run_1/met3.png
The bar under the picture is 50 um long.
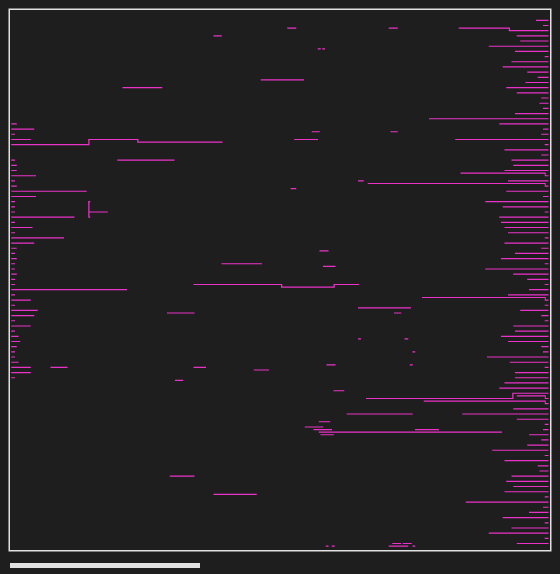
run_1/wire_density.png
The bar under the picture is 50 um long. 28 x 28 tiles, from dark blue (low) to red (high), scaled to the fullest tile. Values are wire area over tile area, all layers added.
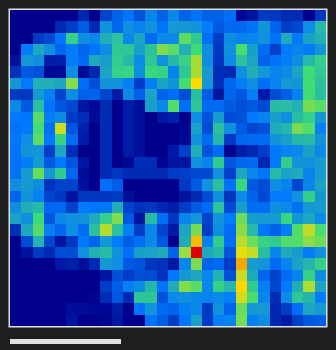
run_1/met1.png
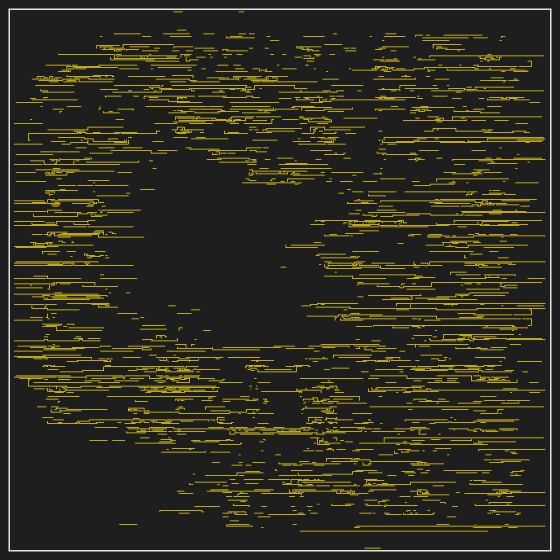
$ cat config.mk
export PLATFORM = sky130hd
export DESIGN_NAME = mem_port_arbiter_flat
export DESIGN_NICKNAME = d
export VERILOG_FILES = /design/src/rtl/mem_port_arbiter_if.sv /design/src/rtl/mem_port_arbiter.sv /design/src/flat_wrapper.sv
export SDC_FILE = /design/constraint.sdc
export NUM_CORES = 1
export LEC_CHECK = 0
export CORE_MARGIN = 5
export CORE_UTILIZATION = 35
export CTS_BUF_LIST = sky130_fd_sc_hd__clkbuf_16
export DETAILED_ROUTE_END_ITERATION = 10
export MAX_ROUTING_LAYER = met4
export PLACE_DENSITY = 0.69
export SLEW_MARGIN = 10
export SYNTH_ARGS = -nofsm -noshare
export SYNTH_HDL_FRONTEND = slang
export SYNTH_SLANG_ARGS = --single-unit
$ cat constraint.sdc
create_clock -name clk_i -period 2.7 [get_ports clk_i]
set_input_delay 0.405 -clock clk_i [delete_from_list [all_inputs] [get_ports clk_i]]
set_output_delay 0.405 -clock clk_i [all_outputs]
set_load 0.05 [all_outputs]
$ cat src/rtl/mem_port_arbiter_if.sv
// mem_port_arbiter_if
// Groups the fetch port, data port and backing-memory port of the shared
// memory arbiter into one bundle.
//   start_i                      enable; no new grants while low
//   if_req_i/if_addr_i           instruction read request and byte address
//   if_rdata_o/if_ready_o        fetched word and one-cycle completion pulse
//   d_req_i/d_we_i/d_be_i        data request, store enable, byte enables
//   d_addr_i/d_wdata_i           data byte address and store data
//   d_rdata_o/d_ready_o          load data and one-cycle completion pulse
//   err_o                        pulse alongside a ready when the access timed out
//   mem_req_o/mem_we_o/mem_be_o  backing-memory request, write enable, byte enables
//   mem_addr_o/mem_wdata_o       backing-memory address and write data
//   mem_rdata_i/mem_ack_i        backing-memory read data and completion
// Modports: slave = arbiter view, master = environment (pipeline + memory) view.
interface mem_port_arbiter_if;
   logic        start_i;
   logic        if_req_i;
   logic [31:0] if_addr_i;
   logic [31:0] if_rdata_o;
   logic        if_ready_o;
   logic        d_req_i;
   logic        d_we_i;
   logic [3:0]  d_be_i;
   logic [31:0] d_addr_i;
   logic [31:0] d_wdata_i;
   logic [31:0] d_rdata_o;
   logic        d_ready_o;
   logic        err_o;
   logic        mem_req_o;
   logic        mem_we_o;
   logic [3:0]  mem_be_o;
   logic [31:0] mem_addr_o;
   logic [31:0] mem_wdata_o;
   logic [31:0] mem_rdata_i;
   logic        mem_ack_i;

   modport slave (
      input  start_i, if_req_i, if_addr_i, d_req_i, d_we_i, d_be_i, d_addr_i,
             d_wdata_i, mem_rdata_i, mem_ack_i,
      output if_rdata_o, if_ready_o, d_rdata_o, d_ready_o, err_o,
             mem_req_o, mem_we_o, mem_be_o, mem_addr_o, mem_wdata_o
   );

   modport master (
      output start_i, if_req_i, if_addr_i, d_req_i, d_we_i, d_be_i, d_addr_i,
             d_wdata_i, mem_rdata_i, mem_ack_i,
      input  if_rdata_o, if_ready_o, d_rdata_o, d_ready_o, err_o,
             mem_req_o, mem_we_o, mem_be_o, mem_addr_o, mem_wdata_o
   );
endinterface

$ cat src/rtl/mem_port_arbiter.sv
// mem_port_arbiter
// Shares one single-ported memory between instruction fetch and load/store.
// Each access walks IDLE -> I_BUSY/D_BUSY -> RESP -> IDLE, so back-to-back
// accesses take at least three cycles. Data normally wins a tie, but after
// MAX_D_BURST consecutive data grants with a fetch waiting the fetch wins.
// A watchdog aborts an access that sees no ack for TIMEOUT cycles and
// reports it with err_o alongside the ready pulse.
// Ports:
//   clk_i  clock, rising edge
//   rst_i  asynchronous active-low reset
//   bus    mem_port_arbiter_if.slave (fetch, data and memory ports)
// All interface outputs are registered.
module mem_port_arbiter #(
   parameter int MAX_D_BURST = 4,
   parameter int TIMEOUT     = 16
) (
   input  logic                  clk_i,
   input  logic                  rst_i,
   mem_port_arbiter_if.slave     bus
);

   typedef enum logic [1:0] {IDLE, I_BUSY, D_BUSY, RESP} state_t;

   localparam logic [3:0] L_BURST_MAX = 4'(MAX_D_BURST);
   localparam logic [7:0] L_WD_LAST   = 8'(TIMEOUT - 1);

   state_t      r_state,      w_state_next;
   logic [3:0]  r_burst_cnt,  w_burst_cnt_next;
   logic [7:0]  r_wd_cnt,     w_wd_cnt_next;
   logic        r_if_ready,   w_if_ready_next;
   logic [31:0] r_if_rdata,   w_if_rdata_next;
   logic        r_d_ready,    w_d_ready_next;
   logic [31:0] r_d_rdata,    w_d_rdata_next;
   logic        r_err,        w_err_next;
   logic        r_mem_req,    w_mem_req_next;
   logic        r_mem_we,     w_mem_we_next;
   logic [3:0]  r_mem_be,     w_mem_be_next;
   logic [31:0] r_mem_addr,   w_mem_addr_next;
   logic [31:0] r_mem_wdata,  w_mem_wdata_next;

   logic w_burst_full;
   logic w_grant_d;
   logic w_grant_i;
   logic w_wd_expired;
   logic w_finish;

   always_comb begin
      w_state_next     = r_state;
      w_burst_cnt_next = r_burst_cnt;
      w_wd_cnt_next    = r_wd_cnt;
      w_if_ready_next  = 1'b0;
      w_if_rdata_next  = r_if_rdata;
      w_d_ready_next   = 1'b0;
      w_d_rdata_next   = r_d_rdata;
      w_err_next       = 1'b0;
      w_mem_req_next   = r_mem_req;
      w_mem_we_next    = r_mem_we;
      w_mem_be_next    = r_mem_be;
      w_mem_addr_next  = r_mem_addr;
      w_mem_wdata_next = r_mem_wdata;

      // Fetch only overrides data once the burst budget is spent.
      w_burst_full = (r_burst_cnt == L_BURST_MAX);
      w_grant_d    = bus.start_i && bus.d_req_i && !(bus.if_req_i && w_burst_full);
      w_grant_i    = bus.start_i && bus.if_req_i && !w_grant_d;
      w_wd_expired = (r_wd_cnt == L_WD_LAST);
      // An ack in the last watchdog cycle still counts as a normal completion.
      w_finish     = bus.mem_ack_i || w_wd_expired;

      case (r_state)
         IDLE: begin
            if (!bus.if_req_i || w_grant_i) begin
               w_burst_cnt_next = 4'd0;
            end else if (w_grant_d && !w_burst_full) begin
               w_burst_cnt_next = r_burst_cnt + 4'd1;
            end

            if (w_grant_d) begin
               w_mem_req_next   = 1'b1;
               w_mem_we_next    = bus.d_we_i;
               w_mem_be_next    = bus.d_be_i;
               w_mem_addr_next  = bus.d_addr_i;
               w_mem_wdata_next = bus.d_wdata_i;
               w_state_next     = D_BUSY;
            end else if (w_grant_i) begin
               w_mem_req_next   = 1'b1;
               w_mem_we_next    = 1'b0;
               w_mem_be_next    = 4'hF;
               w_mem_addr_next  = bus.if_addr_i;
               w_mem_wdata_next = 32'd0;
               w_state_next     = I_BUSY;
            end
         end

         I_BUSY, D_BUSY: begin
            w_wd_cnt_next = r_wd_cnt + 8'd1;
            if (w_finish) begin
               w_wd_cnt_next  = 8'd0;
               w_mem_req_next = 1'b0;
               w_err_next     = !bus.mem_ack_i;
               w_state_next   = RESP;
               // A timed-out access returns zero rather than stale bus data.
               if (r_state == I_BUSY) begin
                  w_if_ready_next = 1'b1;
                  w_if_rdata_next = bus.mem_ack_i ? bus.mem_rdata_i : 32'd0;
               end else begin
                  w_d_ready_next  = 1'b1;
                  w_d_rdata_next  = bus.mem_ack_i ? bus.mem_rdata_i : 32'd0;
               end
            end
         end

         // Requests are ignored here: the winner is still dropping its request.
         RESP: begin
            w_state_next = IDLE;
         end

         default: begin
            w_state_next = IDLE;
         end
      endcase
   end

   always_ff @(posedge clk_i or negedge rst_i) begin
      if (!rst_i) begin
         r_state     <= IDLE;
         r_burst_cnt <= 4'd0;
         r_wd_cnt    <= 8'd0;
         r_if_ready  <= 1'b0;
         r_if_rdata  <= 32'd0;
         r_d_ready   <= 1'b0;
         r_d_rdata   <= 32'd0;
         r_err       <= 1'b0;
         r_mem_req   <= 1'b0;
         r_mem_we    <= 1'b0;
         r_mem_be    <= 4'd0;
         r_mem_addr  <= 32'd0;
         r_mem_wdata <= 32'd0;
      end else begin
         r_state     <= w_state_next;
         r_burst_cnt <= w_burst_cnt_next;
         r_wd_cnt    <= w_wd_cnt_next;
         r_if_ready  <= w_if_ready_next;
         r_if_rdata  <= w_if_rdata_next;
         r_d_ready   <= w_d_ready_next;
         r_d_rdata   <= w_d_rdata_next;
         r_err       <= w_err_next;
         r_mem_req   <= w_mem_req_next;
         r_mem_we    <= w_mem_we_next;
         r_mem_be    <= w_mem_be_next;
         r_mem_addr  <= w_mem_addr_next;
         r_mem_wdata <= w_mem_wdata_next;
      end
   end

   assign bus.if_ready_o  = r_if_ready;
   assign bus.if_rdata_o  = r_if_rdata;
   assign bus.d_ready_o   = r_d_ready;
   assign bus.d_rdata_o   = r_d_rdata;
   assign bus.err_o       = r_err;
   assign bus.mem_req_o   = r_mem_req;
   assign bus.mem_we_o    = r_mem_we;
   assign bus.mem_be_o    = r_mem_be;
   assign bus.mem_addr_o  = r_mem_addr;
   assign bus.mem_wdata_o = r_mem_wdata;

endmodule

$ cat src/flat_wrapper.sv
// flat-port wrapper written by rule: the top's interface ports become plain ports
module mem_port_arbiter_flat 
#(
   parameter int MAX_D_BURST = 4,
   parameter int TIMEOUT     = 16
)
  (clk_i, rst_i, bus_start_i, bus_if_req_i, bus_if_addr_i, bus_d_req_i, bus_d_we_i, bus_d_be_i, bus_d_addr_i, bus_d_wdata_i, bus_mem_rdata_i, bus_mem_ack_i, bus_if_rdata_o, bus_if_ready_o, bus_d_rdata_o, bus_d_ready_o, bus_err_o, bus_mem_req_o, bus_mem_we_o, bus_mem_be_o, bus_mem_addr_o, bus_mem_wdata_o);
  mem_port_arbiter_if bus_i ();
  input  logic clk_i;
  input  logic rst_i;
  input wire logic [$bits(bus_i.start_i)-1:0] bus_start_i;
  input wire logic [$bits(bus_i.if_req_i)-1:0] bus_if_req_i;
  input wire logic [$bits(bus_i.if_addr_i)-1:0] bus_if_addr_i;
  input wire logic [$bits(bus_i.d_req_i)-1:0] bus_d_req_i;
  input wire logic [$bits(bus_i.d_we_i)-1:0] bus_d_we_i;
  input wire logic [$bits(bus_i.d_be_i)-1:0] bus_d_be_i;
  input wire logic [$bits(bus_i.d_addr_i)-1:0] bus_d_addr_i;
  input wire logic [$bits(bus_i.d_wdata_i)-1:0] bus_d_wdata_i;
  input wire logic [$bits(bus_i.mem_rdata_i)-1:0] bus_mem_rdata_i;
  input wire logic [$bits(bus_i.mem_ack_i)-1:0] bus_mem_ack_i;
  output wire logic [$bits(bus_i.if_rdata_o)-1:0] bus_if_rdata_o;
  output wire logic [$bits(bus_i.if_ready_o)-1:0] bus_if_ready_o;
  output wire logic [$bits(bus_i.d_rdata_o)-1:0] bus_d_rdata_o;
  output wire logic [$bits(bus_i.d_ready_o)-1:0] bus_d_ready_o;
  output wire logic [$bits(bus_i.err_o)-1:0] bus_err_o;
  output wire logic [$bits(bus_i.mem_req_o)-1:0] bus_mem_req_o;
  output wire logic [$bits(bus_i.mem_we_o)-1:0] bus_mem_we_o;
  output wire logic [$bits(bus_i.mem_be_o)-1:0] bus_mem_be_o;
  output wire logic [$bits(bus_i.mem_addr_o)-1:0] bus_mem_addr_o;
  output wire logic [$bits(bus_i.mem_wdata_o)-1:0] bus_mem_wdata_o;
  assign bus_i.start_i = bus_start_i;
  assign bus_i.if_req_i = bus_if_req_i;
  assign bus_i.if_addr_i = bus_if_addr_i;
  assign bus_i.d_req_i = bus_d_req_i;
  assign bus_i.d_we_i = bus_d_we_i;
  assign bus_i.d_be_i = bus_d_be_i;
  assign bus_i.d_addr_i = bus_d_addr_i;
  assign bus_i.d_wdata_i = bus_d_wdata_i;
  assign bus_i.mem_rdata_i = bus_mem_rdata_i;
  assign bus_i.mem_ack_i = bus_mem_ack_i;
  assign bus_if_rdata_o = bus_i.if_rdata_o;
  assign bus_if_ready_o = bus_i.if_ready_o;
  assign bus_d_rdata_o = bus_i.d_rdata_o;
  assign bus_d_ready_o = bus_i.d_ready_o;
  assign bus_err_o = bus_i.err_o;
  assign bus_mem_req_o = bus_i.mem_req_o;
  assign bus_mem_we_o = bus_i.mem_we_o;
  assign bus_mem_be_o = bus_i.mem_be_o;
  assign bus_mem_addr_o = bus_i.mem_addr_o;
  assign bus_mem_wdata_o = bus_i.mem_wdata_o;
  mem_port_arbiter #(.MAX_D_BURST(MAX_D_BURST), .TIMEOUT(TIMEOUT)) u_core (.clk_i(clk_i), .rst_i(rst_i), .bus(bus_i));
endmodule
==> flow_metrics.tcl, run 1 <==
# implementation run metrics
set metrics [dict create \
    path_cells "inv_1, ha_1, nand4b_1, and3_2, mux2i_1, o21ai_1" \
    io_pins 276 \
    placed_area_sq_um 8980 \
    syn-cell-area_sq_um 6080 \
    start_kind "register" \
    grt_use_met2 0.314 \
    synthCells 473 \
    die_h_um 142 \
    rows 48 \
    timing.rr.end "u_core.bus.mem_addr_o[28]" \
    clkTransAtPathRegs_ns 0.06 \
    critPathMaxFanout 32 \
    async_flop_share 1.00 \
    routedWlPerCell_um 19.9 \
    instances_no_fill 978 \
    r2r_start "u_core.r_burst_cnt[0]" \
    p_leak_uw 0.00425 \
    synth_top_cell_by_count "dfrtp_1" \
    clock_latency_ns 0.42 \
    critPathCapture "u_core.bus.mem_addr_o[28]" \
    min_period_ns 2.24 \
    slowest_delay_ns 0.90 \
    drtPass1Iterations 4 \
    h-tree-depth 4 \
    met1_usage 0.235 \
    ys_seq_share 0.622 \
    drc_errors 0 \
    flop_cell "dfrtp_1" \
    synth_nets 618 \
    holdBufCountCts 1 \
    cts-root-buf "clkbuf_16" \
    grt-ovfl-total 0 \
    dr_wl_met3_mm 1.45 \
    postCtsSetupBuffers 0 \
    fmax_ghz 0.445 \
    top_cell_area_share 0.622 \
    status "finished clean" \
]
About met3.png:
The layer carries 1450 um of wire. The layer holds 7.5% of the routed length. The longest straight run is 47.8 um. 177 nets have wire on it. The wires run mostly horizontal.
routed via count: 4944
grt met3 use: 0.0529
final WL: 19.4 mm

About wire_density.png:
6.8% of the tiles are over half the peak. 13% of the tiles are nearly empty. The densest ninth of the die: bottom right. The mean over all tiles is 0.16. The fullest tile reaches 0.66.

About met1.png:
The longest straight run is 49.2 um. The wires run mostly horizontal.

## run 1: final cells by class
class	instances	share of cell area
well taps	225	0.0293
inverters	13	0.00509
multi-input cells	273	0.211
diodes	1	0.000261
clock inverters	15	0.0184
repair buffers	283	0.297
flip-flops and latches	151	0.394
clock buffers	17	0.0443
## run 1: critical path, delay by kind of cell (launching register included)
kind                       cells  cell delay (ns)
DFF                            1             0.40
and+or+nand+nor                2             1.05
buffers and inverters          1             0.07
AOI/OAI and AO/OA              1             0.09
muxes                          1             0.32
adders and majority gates      1             0.19
## run 1: kinds of logic after synthesis
group	count (synthesis)	share of synthesized area
xor gates and xnor gates	2	0.00288
muxes	36	0.0597
buffers and inverters	49	0.0457
adders and majority gates	6	0.0124
DFF	151	0.622
and+or+nand+nor	70	0.0579
AOI/OAI and AO/OA	159	0.200
run_1/cell_classes.png
Fill, decap, tap and diode cells in gray.
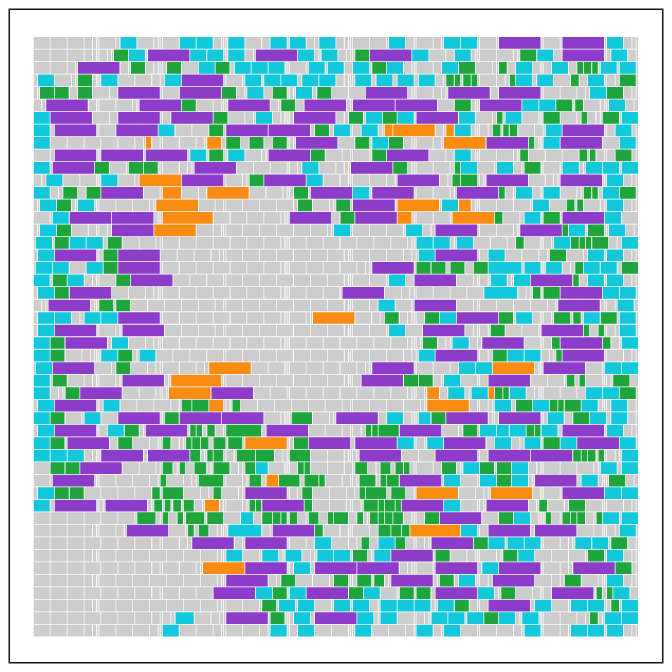

==> run 2, diff against run 1 <==
--- a/config.mk
+++ b/config.mk
@@ -10,7 +10,7 @@
 export CTS_BUF_LIST = sky130_fd_sc_hd__clkbuf_16
 export DETAILED_ROUTE_END_ITERATION = 10
 export MAX_ROUTING_LAYER = met4
-export PLACE_DENSITY = 0.69
+export PLACE_DENSITY = 0.72
 export SLEW_MARGIN = 10
 export SYNTH_ARGS = -nofsm -noshare
 export SYNTH_HDL_FRONTEND = slang
==> constraint.sdc (replaced) <==
create_clock -name clk_i -period 1.8 [get_ports clk_i]
set_input_delay 0.27 -clock clk_i [delete_from_list [all_inputs] [get_ports clk_i]]
set_output_delay 0.27 -clock clk_i [all_outputs]
set_load 0.05 [all_outputs]
run_2/cell_classes.png
Fill, decap, tap and diode cells in gray.
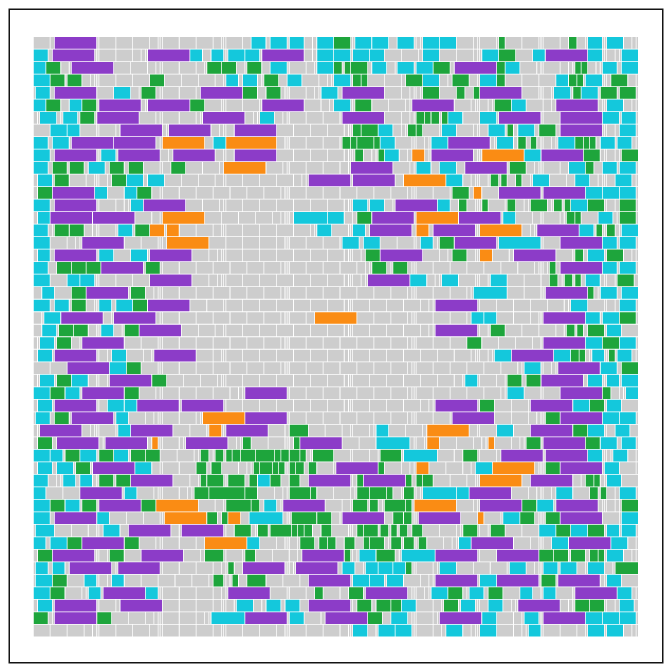
other buffers and delay cells: shown in cyan, cells 292, share of their area 30%. flip-flops: shown in purple, cells 151, share of their area 41%. all other logic: shown in green, cells 286, share of their area 23%. clock drivers and dummy loads: shown in orange, cells 31, share of their area 5.9%.
flop share of the area: 0.400
core area: 17200 sq um
Placement Rows: 48
final core utilization: 0.550

==> run 2 against run 1 <==
Against the previous run:
- cell area is 1.5% lower
- first-iteration DRC count is 15% lower
- largest power group unchanged
- combinational power is 42% higher
- highest routed layer unchanged
- fmax is 27% higher
==> flow_metrics.tcl, run 2 <==
# implementation run metrics
set metrics [dict create \
    status "finished clean" \
    routedWlPerCell_um 19.2 \
    path_cells "ha_1, and3_1, a21o_4, nand2_4, a22o_1" \
    dr_wl_met3_mm 1.58 \
    diodes 0 \
    flop_cell "dfrtp_1" \
    taps 225 \
    grt-busiest-layer "met2" \
    async_flop_share 1.00 \
    cp_top_family "simple AND/OR/NAND/NOR gates" \
    logic_gate_count 273 \
    area_dominant_class "flip-flops and latches" \
    muxShareOfSynthArea 0.0597 \
    met1_usage 0.237 \
    placed_area_sq_um 8960 \
    slowest_delay_ns 0.40 \
    grt_use_met2 0.296 \
    comb_share 0.215 \
    crit_buf_inv 0 \
    flops 151 \
    r2r_start "u_core.r_wd_cnt[0]" \
    grt-ovfl-total 0 \
    dr_total_vias 5004 \
    timing.rr.end "u_core.bus.if_rdata_o[22]" \
    xor_area_frac 0.00288 \
    nClkBuffers 17 \
    synth_top_cell_by_count "dfrtp_1" \
    drc_errors 0 \
    holdBufCountCts 1 \
    syn-cell-area_sq_um 6080 \
    cp_num_cells 5 \
    critPathMaxFanout 32 \
    routabilityCongestion 0.901 \
    buffers 292 \
    fmax_ghz 0.564 \
    cts-root-buf "clkbuf_16" \
    clock_latency_ns 0.41 \
    logic_family "AND-OR/OR-AND gates" \
    ys_sh_simple 0.0579 \
    grtUsageMet3 0.0630 \
    drtPass1Iterations 4 \
    h-tree-depth 4 \
    aoi_share 0.200 \
    critPathCapture "u_core.bus.if_rdata_o[22]" \
    die_h_um 142 \
    wl_mm 18.9 \
    powerDensity_nw_per_um2 2020 \
    synthCells 473 \
    synth_nets 618 \
]
run 2: cell count changes in the layout (fill, tap and decap cells not counted), moves of 2 or more:
cell             before  now
dlygate4sd2_1         0   86
clkdlybuf4s50_1     274  137
and2_2                2    0
and2_1                2    4
clkinvlp_4            3    8
bufinv_16             3    1
buf_12                3    8
inv_6                 2    0
buf_4                 4   58
run 2: stage by stage:
step	setup slack (ns)	setup TNS, ns	util
after global routing	-0.0672	-3.17	0.550
after global placement	0.0255	0	0.522
after CTS	0.0243	0	0.548
final	0.0257	0	0.550
after detailed placement	-0.0163	-0.0616	0.522
after floorplan	0.184	0	-
run 2: kinds of logic after synthesis:
kind of cell,Yosys count
mux,36
buf+inv,49
simple gates,70
xor+xnor,2
fa+ha+maj,6
flops,151
compound gates,159
==> run 3, diff against run 2 <==
--- a/config.mk
+++ b/config.mk
@@ -8,10 +8,11 @@
 export CORE_MARGIN = 5
 export CORE_UTILIZATION = 35
 export CTS_BUF_LIST = sky130_fd_sc_hd__clkbuf_16
+export CTS_CLUSTER_DIAMETER = 80
 export DETAILED_ROUTE_END_ITERATION = 10
 export MAX_ROUTING_LAYER = met4
 export PLACE_DENSITY = 0.72
-export SLEW_MARGIN = 10
+export SLEW_MARGIN = 20
 export SYNTH_ARGS = -nofsm -noshare
 export SYNTH_HDL_FRONTEND = slang
 export SYNTH_SLANG_ARGS = --single-unit
run_3/met1.png
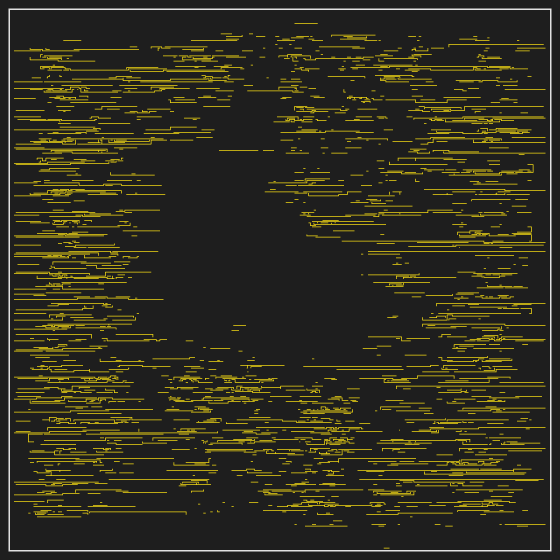
770 nets have wire on it. The layer carries 8040 um of wire. The wires run mostly horizontal. The longest straight run is 48.3 um.
final WL: 18.9 mm
met1 usage: 0.237

==> run 3 against run 2 <==
Against the previous run:
- clock power is essentially flat
- hold slack unchanged
- global-route usage did not move
- sequential power is essentially flat
- combinational power is essentially flat
- sequential cell count unchanged
- register-to-register slack is essentially flat
- non-clock buffer count stayed put
- clock-buffer cell count unchanged
- cell area is the same
- sequential share of layout area unchanged
- largest cell class unchanged
==> flow_metrics.tcl, run 3 <==
# implementation run metrics
set metrics [dict create \
    status "finished clean" \
    grt_use_met2 0.296 \
    yosysUniqueCellTypes 33 \
    io_pins 276 \
    setup_ws_ns 0.0257 \
    p_leak_uw 0.00456 \
    drc_errors 0 \
    async_flop_share 1.00 \
    reg2reg_depth 5 \
    grtUsageMet3 0.0630 \
    dr_wl_met3_mm 1.58 \
    critPathCapture "u_core.bus.if_rdata_o[22]" \
    die_w_um 142 \
    fin_util 0.550 \
    h-tree-depth 4 \
    diodes 0 \
    routedWlPerCell_um 19.2 \
    setup_viol 0 \
    r2r_start "u_core.r_wd_cnt[0]" \
    grt-ovfl-total 0 \
    clock_latency_ns 0.41 \
    synthCells 473 \
    viasPerCell 5.08 \
    crit_buf_inv 0 \
    logic_family "AND-OR/OR-AND gates" \
    muxShareOfSynthArea 0.0597 \
    setup_tns_ns 0 \
    synth_top_cell_by_count "dfrtp_1" \
    grt-busiest-layer "met2" \
    placed_area_sq_um 8960 \
    xor_area_frac 0.00288 \
    dieArea_sq_um 20100 \
    fp.coreArea_sq_um 17200 \
    syn-cell-area_sq_um 6080 \
    routabilityCongestion 0.901 \
    ys_sh_simple 0.0579 \
    synth_nets 618 \
    rows 48 \
    ys_seq_share 0.622 \
    common_cells "dfrtp_1, a22o_1, nand2_1, mux2i_1, o21ai_1" \
    die_h_um 142 \
    powerDensity_nw_per_um2 2020 \
    path_cells "ha_1, and3_1, a21o_4, nand2_4, a22o_1" \
    fin_skew_ns 0.00987 \
    arrival_ns 2.07 \
    fp-utilization 0.354 \
    lay_top_count "dfrtp_1" \
    cts-root-buf "clkbuf_16" \
    timing.rr.end "u_core.bus.if_rdata_o[22]" \
    drtPass1Iterations 4 \
    aoi_share 0.200 \
    cp_num_cells 5 \
    cp_top_family "simple AND/OR/NAND/NOR gates" \
    grt_max_degree 54 \
    timing.final.hold_violations 0 \
    slowest_delay_ns 0.40 \
    dr_total_vias 5004 \
    place_ws_ns -0.0163 \
    fmax_ghz 0.564 \
    critPathMaxFanout 32 \
    flop_cell "dfrtp_1" \
]
[run 3: area by class of cell]
| class | count | area share |
|---|---|---|
| inverter | 13 | 0.00516 |
| clock inverter | 14 | 0.0122 |
| multi-input combinational | 273 | 0.215 |
| tap | 225 | 0.0298 |
| timing repair buffer | 292 | 0.293 |
| clock buffer | 17 | 0.0450 |
| sequential | 151 | 0.400 |
[run 3: repair_timing]
item | 4_1_cts | 5_1_grt
hold buffers | 1 | 0
gates cloned | 0 | 1
endpoints found under the setup margin | 86 | 116
setup buffers | 0 | 1
endpoints found under the hold margin | 39 | 0
gates resized | 86 | 3
[run 3: where the power goes]
part / internal [uW] / switching (uW)
Combinational: 3190 / 6970
Clock: 1870 / 1370
Sequential: 4840 / 877
Total: 9910 / 9220
Power is estimated from default activity; no workload was simulated.
